File: src/rtl/count_sequence_checker_pkg.sv
// Shared definitions for the 3-bit sequence counter and its receive-side checker:
// checker states, value constants and the successor function.
package count_seq_pkg;

  typedef enum logic [0:0] {
    ST_UNSYNC = 1'b0,
    ST_LOCKED = 1'b1
  } chk_state_t;

  localparam logic [2:0] VAL0        = 3'd0;
  localparam logic [2:0] VAL1        = 3'd1;
  localparam logic [2:0] VAL2        = 3'd2;
  localparam logic [2:0] VAL3        = 3'd3;
  localparam logic [2:0] VAL4        = 3'd4;
  localparam logic [2:0] VAL5        = 3'd5;
  localparam logic [2:0] VAL6        = 3'd6;
  localparam logic [2:0] VAL_ILLEGAL = 3'b111;

  typedef struct packed {
    logic [2:0] value;
    logic       hold;
  } succ_t;

  // In order mode parks on 6 once (hold set), then restarts at 1.
  function automatic succ_t count_succ(input logic [2:0] v, input logic m, input logic hold);
    succ_t r;
    r.value = VAL1;
    r.hold  = 1'b0;
    if (hold) begin
      r.value = VAL1;
    end else if (m) begin
      case (v)
        VAL0:    r.value = VAL1;
        VAL1:    r.value = VAL2;
        VAL2:    r.value = VAL3;
        VAL3:    r.value = VAL4;
        VAL4:    r.value = VAL5;
        VAL5:    r.value = VAL6;
        VAL6:    begin r.value = VAL6; r.hold = 1'b1; end
        default: r.value = VAL1;
      endcase
    end else begin
      case (v)
        VAL0:    r.value = VAL1;
        VAL1:    r.value = VAL4;
        VAL4:    r.value = VAL2;
        VAL2:    r.value = VAL5;
        VAL5:    r.value = VAL3;
        VAL3:    r.value = VAL6;
        VAL6:    r.value = VAL1;
        default: r.value = VAL1;
      endcase
    end
    return r;
  endfunction

endpackage

File: src/rtl/count_sequence_checker_successor.sv
// Combinational wrapper around count_succ, shared with counter models.
module count_successor
  import count_seq_pkg::*;
(
  input  logic [2:0] cur_value,
  input  logic       mode,
  input  logic       hold,
  output logic [2:0] next_value,
  output logic       next_hold
);
  succ_t nxt_s;

  // Evaluate the successor of the current value.
  always_comb begin
    nxt_s = count_succ(cur_value, mode, hold);
  end

  assign next_value = nxt_s.value;
  assign next_hold  = nxt_s.hold;
endmodule

File: config.mk
export PLATFORM = sky130hd
export DESIGN_NAME = count_successor
export DESIGN_NICKNAME = d
export VERILOG_FILES = /design/src/rtl/count_sequence_checker_pkg.sv /design/src/rtl/count_sequence_checker_successor.sv
export SDC_FILE = /design/constraint.sdc
export NUM_CORES = 1
export LEC_CHECK = 0
export ABC_CLOCK_PERIOD_IN_PS = 1300
export CORE_AREA = 4 4 41 43
export DETAILED_ROUTE_END_ITERATION = 10
export DIE_AREA = 0 0 45 47
export MAX_ROUTING_LAYER = met4
export PLACE_DENSITY = 0.31
export SETUP_SLACK_MARGIN = 0.1
export SYNTH_ARGS = -nofsm -noshare
export SYNTH_HDL_FRONTEND = slang
export SYNTH_SLANG_ARGS = --single-unit
File: constraint.sdc
create_clock -name vclk -period 1.3
set_input_delay 0.26 -clock vclk [all_inputs]
set_output_delay 0.26 -clock vclk [all_outputs]
set_load 0.02 [all_outputs]
### Signal wires on met1

Scale: 8 px per um. Supply wires on this layer in gray.
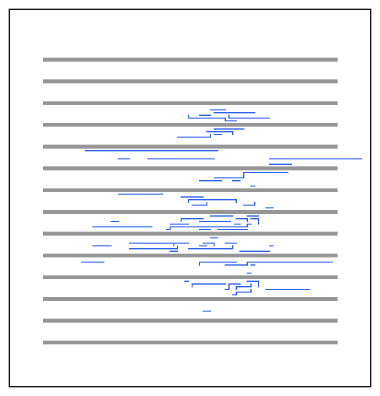
- nets with wire on the layer: 37
- longest straight run: 16.6 um
Total Wirelength: 538 um
GR Util met1: 7.19%
Vias: 226

### Routed metal per tile

Scale: 8 px per um. 9 x 9 tiles, from dark purple (low) to yellow (high), scaled to the fullest tile. Values are wire area over tile area, all layers added.
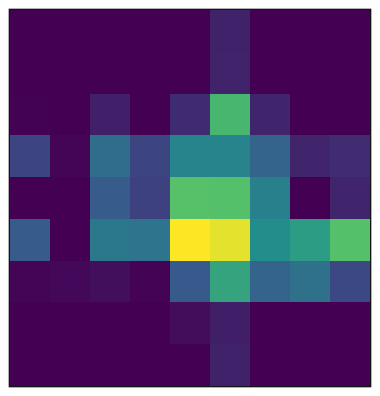
- nearly empty tiles: 53%
- densest ninth of the die: center
- mean over tiles: 0.041
wire length per cell: 9.78 um
Tot GR Track Use: 5.52%

### Placement by cell class

Scale: 10 px per um.
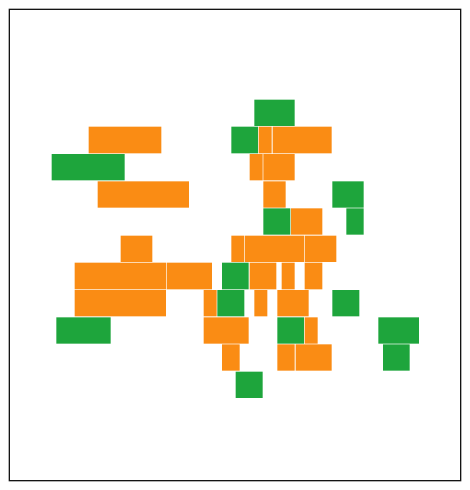
- green: remaining buffers and delay cells (cells 14)
- orange: remaining logic cells (cells 26)
design area: 412 um2
post-layout util: 31.6%
Seq/total area: 0%
core area: 1300 um2
row cnt: 13

==> out/metrics.csv <==
metric,value,unit
# fillers,147,
Routed Antenna Nets,0,
drt pass-1 iters,3,
Mapped Cells,26,
crit-path leading delay family,buffers and inverters,
registers,0,
post-route insts no fill,55,
Worst-Margin Slew,0.255,ns
final worst slack,-0.113,ns
leak pwr,0.168,nW
clock buf count,0,
clock network fraction of design power,0,%
Arrival @ worst endpoint,1.15,ns
Top Ports,9,
Critical Path Start Type,input pin,
Cell variety after synth,13,
failing checks,negative setup slack,
MaxCap Viol Count,0,
CP peak stage delay,0.15,ns
crit path DRT,1.04,ns
post-synthesis sequential area ratio,0,%
Critical-path top delay cell,ha_4,
count of input and output buffers,9,
GRT overflow,0,
Comb. pwr,0.132,mW
yosys cell count,26,
final setup violation count,3,
HP Class,in2out,
1st-iter DRT viols,1,
post-synthesis cell area,168,um2
RSZ-0062 raised after global routing,true,
Area Growth Syn to Fin,146,%
Reg power frac,0,%
first-pass GRT wire length,883,um
endpoints failing hold,0,
cts hold-fix bufs,0,
Tmin final,1.41,ns
sequential group power,0,mW
Switching Share,48.5,%
Int Power,0.0680,mW
met2 usage,9.60,%
count of tool warnings,39,
DP HPWL,474,um
busiest layer in global routing,met2,
most common logic cell in the routed design,buf_4,
placed instance area,407,um2
Die W,45,um
worst path buffer plus inverter count,3,
Top Consumer,combinational logic,
warnings from Yosys,0,
FF+latch area,0,um2
PD cells,321,nW/um2
logic area,229,um2
die height,47,um
Worst VDD drop,0.0000998,V
Critical Path Fanout Max,3,
Sw Pwr,0.0640,mW
status,"finished, violations left",
Clk power,0,mW
Fmax,708,MHz
largest net degree at the start of global routing,7,
Comb pwr share,100.0,%
crit path kind,in2out,
Worst slew margin,83.0,%
"Avg Cell Area, Syn",6.45,um2
setup TNS after final layout,-0.257,ns
nets@finish,51,
die area,2120,um2
drt drc,0,
initial antenna violation count,0,
routability cong.,0.720,
number of max-slew violations in the final report,0,
DP Cell Count,56,
hold_ws,0.986,ns
yosys stat chip area,168,um2
Mapped Nets,35,
cell usage after synthesis, drive strengths merged:
cell type | n | area share, %
inv | 3 | 6.7
nand2 | 3 | 6.7
and3 | 1 | 4.5
xnor2 | 1 | 5.2
o21ai | 2 | 6.0
nor3b | 1 | 4.5
nor3 | 1 | 3.0
ha | 4 | 30
a211o | 1 | 5.2
o32ai | 1 | 5.2
nor2 | 4 | 9.0
a21oi | 4 | 14
final cells by class:
| type | instances | share of cell area [%] |
|---|---|---|
| Timing Repair Buffer | 14 | 31.9 |
| Multi-Input combinational cell | 23 | 55.6 |
| Inverter | 3 | 7.90 |
| Tap cell | 15 | 4.56 |
metrics by stage:
| stage | setup slack (ns) | total power, mW |
|---|---|---|
| after floorplan | 0.0754 | 0.0591 |
| after global placement | -1.15 | 0.133 |
| after detailed placement | -1.15 | 0.132 |
| after CTS | -0.151 | 0.127 |
| after global routing | -0.155 | 0.144 |
| final | -0.113 | 0.132 |
kinds of logic after synthesis:
| group | share of synthesized area, % |
|---|---|
| buffers and inverters | 6.72 |
| adders and majority gates | 29.9 |
| AOI/OAI and AO/OA | 30.6 |
| xor gates and xnor gates | 5.22 |
| and+or+nand+nor | 27.6 |
per-layer routing:
metal  wire (um)  up-vias  part of all wire [%]
met3          43        0                   8.0
met2         269        7                    50
li1            -      118                     -
met4           0        0                     0
met5           0        -                     0
met1         225      101                    42
worst paths after layout:
path / cells past startpoint / slack [ns] / end / start
worst min-delay path: 4 / 0.99 / next_value[1] / cur_value[2]
worst max-delay path: 7 / -0.11 / next_value[0] / cur_value[1]
repair_timing:
item | 4_1_cts | 5_1_grt
endpoints found under the setup margin | 4 | 4
hold endpoints to repair | 0 | 0
buffers inserted | 0 | 0
pin swaps | 5 | 1
gates cloned | 0 | 0
resized | 44 | 5
Power and IR drop assume default switching activity.
